Fig. 1: selected gate families
Drawn at 6 px/µm.
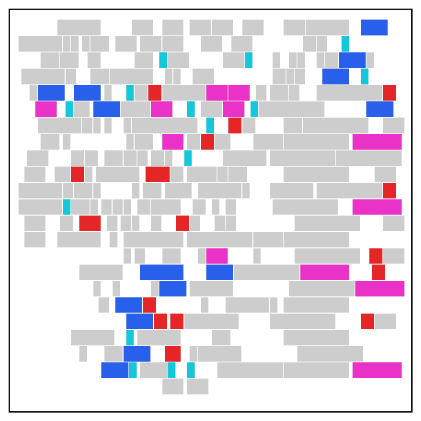
Fig. 2: wiring by layer
Drawn at 6 px/µm. Only two layers are drawn.
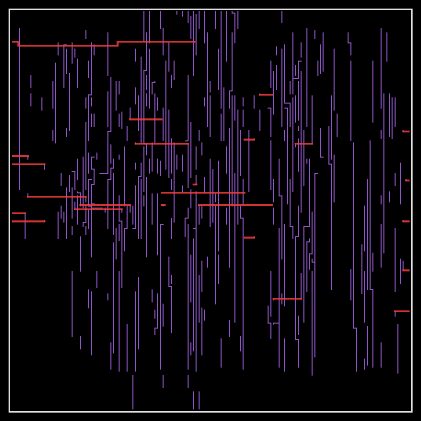
Fig. 3: layout detail
Region (18, 18) to (48, 48) µm. Cells in grey, sequential cells in the stronger grey; small squares are vias.
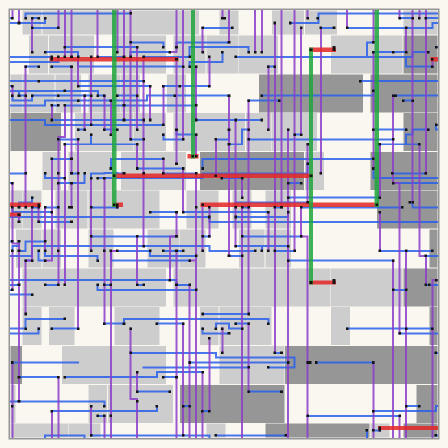
[src/rtl/io_output_buffered.sv]
// Buffered output channel: formats the AC word as a sign symbol, N digit
// symbols and an end symbol, queues them in a small symbol FIFO and drains
// the FIFO to the output device over a 4-phase rdy/ack handshake.
module io_output_buffered #(
    parameter int         OCT_DIGITS = 10,
    parameter int         DEC_DIGITS = 7,
    parameter int         FIFO_DEPTH = 4,
    parameter logic [4:0] END_CODE   = 5'b00110
) (
    input  logic                          clk,
    input  logic                          resetn,
    input  logic                          start_output,
    input  logic                          stop_output,
    input  logic                          oct_mode,
    input  logic                          dec_mode,
    input  logic                          stop_after_output,
    input  logic                          sign_from_ac,
    input  logic [3:0]                    digit_from_au,
    input  logic                          ac_answer,
    output logic                          order_io_to_ac,
    output logic                          shift_3_bit_to_ac,
    output logic                          shift_4_bit_to_ac,
    output logic                          output_active,
    output logic                          start_pulse_to_pu,
    output logic                          output_rdy_to_dev,
    input  logic                          output_ack_from_dev,
    output logic [4:0]                    output_data_to_dev,
    output logic [$clog2(FIFO_DEPTH):0]   fifo_level
);

    localparam int AW = $clog2(FIFO_DEPTH);
    localparam int KW = $clog2((OCT_DIGITS > DEC_DIGITS ? OCT_DIGITS : DEC_DIGITS) + 1);
    localparam logic [KW-1:0] OCT_N = KW'(OCT_DIGITS);
    localparam logic [KW-1:0] DEC_N = KW'(DEC_DIGITS);
    localparam logic [AW:0]   FULL_LEVEL = (AW+1)'(FIFO_DEPTH);

    typedef enum logic [2:0] {
        F_IDLE, F_SIGN, F_DIGIT, F_REQ, F_WAIT, F_END, F_DRAIN
    } fmt_state_t;

    typedef enum logic [1:0] {
        D_IDLE, D_RDY, D_ACK, D_FLUSH
    } dev_state_t;

    fmt_state_t fmt_state_reg, fmt_state_next;
    dev_state_t dev_state_reg, dev_state_next;

    // symbol FIFO
    logic [4:0]    fifo_mem [FIFO_DEPTH];
    logic [AW:0]   wr_ptr_reg, rd_ptr_reg;
    logic          fifo_push, fifo_pop, fifo_empty, fifo_full, can_push;
    logic [4:0]    push_data, fifo_head;

    // formatter datapath
    logic          oct_reg, dec_reg;
    logic [KW-1:0] k_reg, k_inc, n_digits;
    logic [4:0]    digit_sym;
    logic          start_accept, drain_done, start_pulse_reg;

    assign fifo_level = wr_ptr_reg - rd_ptr_reg;
    assign fifo_empty = (fifo_level == '0);
    assign fifo_full  = (fifo_level == FULL_LEVEL);
    // A pop in the same cycle frees a slot, so a full FIFO can still accept.
    assign can_push   = !fifo_full || fifo_pop;
    assign fifo_head  = fifo_mem[rd_ptr_reg[AW-1:0]];

    assign n_digits   = oct_reg ? OCT_N : DEC_N;
    assign k_inc      = k_reg + 1'b1;
    assign digit_sym  = oct_reg ? {2'b10, digit_from_au[3:1]} : {1'b1, digit_from_au};

    // Only an idle channel with exactly one format selected takes a start; abort wins.
    assign start_accept = (fmt_state_reg == F_IDLE) && start_output && !stop_output
                          && (oct_mode ^ dec_mode);
    // Word is complete once every symbol has left the FIFO and the device handshake closed.
    assign drain_done   = (fmt_state_reg == F_DRAIN) && fifo_empty && (dev_state_reg == D_IDLE);

    assign start_pulse_to_pu = start_pulse_reg;

    // FIFO storage write (no reset needed, contents only read when valid)
    always_ff @(posedge clk) begin
        if (fifo_push) begin
            fifo_mem[wr_ptr_reg[AW-1:0]] <= push_data;
        end
    end

    // FIFO pointers; abort flushes the queue in one cycle
    always_ff @(posedge clk) begin
        if (!resetn || stop_output) begin
            wr_ptr_reg <= '0;
            rd_ptr_reg <= '0;
        end else begin
            if (fifo_push) wr_ptr_reg <= wr_ptr_reg + 1'b1;
            if (fifo_pop)  rd_ptr_reg <= rd_ptr_reg + 1'b1;
        end
    end

    // Formatter state register
    always_ff @(posedge clk) begin
        if (!resetn || stop_output) begin
            fmt_state_reg <= F_IDLE;
        end else begin
            fmt_state_reg <= fmt_state_next;
        end
    end

    // Formatter next-state logic
    always_comb begin
        fmt_state_next = fmt_state_reg;
        case (fmt_state_reg)
            F_IDLE:  if (start_accept) fmt_state_next = F_SIGN;
            F_SIGN:  if (can_push) fmt_state_next = F_DIGIT;
            F_DIGIT: if (can_push) fmt_state_next = (k_inc < n_digits) ? F_REQ : F_END;
            F_REQ:   fmt_state_next = F_WAIT;
            F_WAIT:  if (ac_answer) fmt_state_next = F_DIGIT;
            F_END:   if (can_push) fmt_state_next = F_DRAIN;
            F_DRAIN: if (drain_done) fmt_state_next = F_IDLE;
            default: fmt_state_next = F_IDLE;
        endcase
    end

    // Formatter outputs: symbol pushes, AC request and mode levels
    always_comb begin
        fifo_push      = 1'b0;
        push_data      = 5'b00000;
        order_io_to_ac = 1'b0;
        case (fmt_state_reg)
            F_SIGN: begin
                fifo_push = can_push;
                push_data = {4'b1111, sign_from_ac};
            end
            F_DIGIT: begin
                fifo_push = can_push;
                push_data = digit_sym;
            end
            F_END: begin
                fifo_push = can_push;
                push_data = END_CODE;
            end
            F_REQ:   order_io_to_ac = 1'b1;
            default: ;
        endcase
        output_active     = (fmt_state_reg != F_IDLE);
        shift_3_bit_to_ac = output_active && oct_reg;
        shift_4_bit_to_ac = output_active && dec_reg;
    end

    // Latched mode, digit counter and the end-of-word start pulse
    always_ff @(posedge clk) begin
        if (!resetn) begin
            oct_reg         <= 1'b0;
            dec_reg         <= 1'b0;
            k_reg           <= '0;
            start_pulse_reg <= 1'b0;
        end else begin
            start_pulse_reg <= drain_done && !stop_after_output && !stop_output;
            if (start_accept) begin
                oct_reg <= oct_mode;
                dec_reg <= dec_mode;
                k_reg   <= '0;
            end else if (fmt_state_reg == F_DIGIT && can_push) begin
                k_reg <= k_inc;
            end
        end
    end

    // Device state register; an abort mid-handshake waits for ack to drop
    always_ff @(posedge clk) begin
        if (!resetn) begin
            dev_state_reg <= D_IDLE;
        end else if (stop_output) begin
            dev_state_reg <= (dev_state_reg != D_IDLE && output_ack_from_dev) ? D_FLUSH : D_IDLE;
        end else begin
            dev_state_reg <= dev_state_next;
        end
    end

    // Device next-state logic (4-phase handshake)
    always_comb begin
        dev_state_next = dev_state_reg;
        case (dev_state_reg)
            D_IDLE:  if (!fifo_empty) dev_state_next = D_RDY;
            D_RDY:   if (output_ack_from_dev) dev_state_next = D_ACK;
            D_ACK:   if (!output_ack_from_dev) dev_state_next = D_IDLE;
            D_FLUSH: if (!output_ack_from_dev) dev_state_next = D_IDLE;
            default: dev_state_next = D_IDLE;
        endcase
    end

    // Device outputs: rdy, head symbol, and pop on handshake completion
    always_comb begin
        output_rdy_to_dev  = (dev_state_reg == D_RDY);
        fifo_pop           = (dev_state_reg == D_ACK) && !output_ack_from_dev;
        output_data_to_dev = (dev_state_reg == D_RDY || dev_state_reg == D_ACK) ? fifo_head : 5'b00000;
    end

endmodule
[config.mk]
export PLATFORM = sky130hd
export DESIGN_NAME = io_output_buffered
export DESIGN_NICKNAME = d
export VERILOG_FILES = /design/src/rtl/io_output_buffered.sv
export SDC_FILE = /design/constraint.sdc
export NUM_CORES = 1
export LEC_CHECK = 0
export CAP_MARGIN = 15
export CORE_UTILIZATION = 50
export DETAILED_ROUTE_END_ITERATION = 7
export GPL_TIMING_DRIVEN = 0
export PLACE_DENSITY = 0.74
export SLEW_MARGIN = 20
export SYNTH_ARGS = -nofsm -noshare
export SYNTH_HDL_FRONTEND = slang
export SYNTH_SLANG_ARGS = --single-unit
[constraint.sdc]
create_clock -name clk -period 3.2 [get_ports clk]
set_clock_uncertainty 0.05 [all_clocks]
set_input_delay 0.64 -clock clk [delete_from_list [all_inputs] [get_ports clk]]
set_output_delay 0.64 -clock clk [all_outputs]
set_load 0.03 [all_outputs]
==> flow_summary_export.csv <==
group,metric,value,unit
clocking,worstSkewPairLatency,0.29,ns
floorplanning,io_pins,28,
pwr,ir_drop,0.316,mV
clocking,numClockSinks,40,
detailed_routing,drc,0,
outcome,outcome,"completed",
clocking,numCtsBuffers,5,
final_layout,flop_area,1000,µm²
final_layout,comb_cells,129,
sta,setup_slack,0.287,ns
final_layout,seq_share,38.9,%
clocking,cts_hold_buf,0,
synthesis,ys_sh_aoi,8.81,%
synthesis,avgSynthCellArea,10.9,µm²
pwr,maxPowerGroup,"sequential cells",
pwr,clkPwrFrac,41.4,%
global_routing,grt_pass1_wl,6.41,mm
sta,setup_violations,0,
final_layout,antenna_cells,0,
hold_path,min-delay-start,"dev_state_reg[1]",
detailed_routing,firstDrtPassIters,4,
synthesis,adder_share,8.69,%
final_layout,post-route-util,63.8,%
floorplanning,dieArea,4470,µm²
synthesis,logic_family,"simple AND/OR/NAND/NOR gates",
placement,place_congestion,0.757,
pwr,p_comb,137,µW
final_layout,final-nonclk-buf-share,12.0,%
synthesis,synthArstFlopShare,0,%
worst_setup_path,crit_arrival,2.22,ns
clocking,cts.htree.levels,2,
placement,dp_cells,269,
clocking,tritoncts,"built",
synthesis,yosys-stat-cells,192,
pwr,switching_share,21.5,%
floorplanning,core_area,4030,µm²
final_layout,largest_reg_flops,20,
worst_setup_path,reg2reg_depth,6,
clocking,root_buffer,"clkbuf_8",
worst_setup_path,reg2reg_setup_slack,0.70,ns
final_layout,final_cell_mix,"26 x clkdlybuf4s50_1, 23 x nor2_1, 20 x dfxtp_1, 20 x edfxtp_1, 15 x inv_1",
synthesis,netlist_top_cells_count,"23 x nor2_1, 20 x dfxtp_1, 20 x edfxtp_1",
detailed_routing,ant_nets,0,
final_layout,nFillCells,329,
global_routing,grt_max_degree,14,
synthesis,synth-edff-count,20,
About Fig. 1:
| colour | family | cells |
|---|---|---|
| red | and/or cells | 16 |
| cyan | inv cells | 15 |
| magenta | mux cells | 12 |
| blue | fa/ha/maj cells | 14 |
fin cells: 277
most common logic cell in the routed design: clkdlybuf4s50_1

About Fig. 2:
| colour | layer | wire length |
|---|---|---|
| purple | M2 | 2050 µm |
| red | M3 | 131 µm |
via count: 1464
GRT Resource Usage Total: 19.8%
wire per inst: 14.7 µm
final wirelength: 4.08 mm

About Fig. 3:
| colour | layer |
|---|---|
| purple | M2 |
| red | M3 |
| green | M4 |
| blue | M1 |
most frequent: nor2_1 (6)
sequential cells in the window: 5
cells with their middle in the window: 58
netlist names of flops here include: rd_ptr_reg (2)

## per-layer routing
metal / part of all wire, % / routed length, µm / track usage (%) / up-vias
met5: 0 / 0 / 0 / -
met4: 1.8 / 72 / 7.45 / 0
met3: 3.2 / 131 / 3.94 / 10
met2: 50 / 2050 / 33.2 / 29
met1: 45 / 1820 / 24.9 / 687
li1: - / - / - / 738
## worst max path at each step
| stage | start | endpoint |
|---|---|---|
| after floorplan | wr_ptr_reg[0] | fifo_mem[0][0] |
| after global placement | wr_ptr_reg[0] | fifo_level[2] |
| after detailed placement | wr_ptr_reg[0] | fifo_level[2] |
| after CTS | wr_ptr_reg[0] | fifo_level[2] |
| after global routing | flip-flop | output_data_to_dev[0] |
| final | flip-flop | output_data_to_dev[0] |
Power and IR drop assume default switching activity.
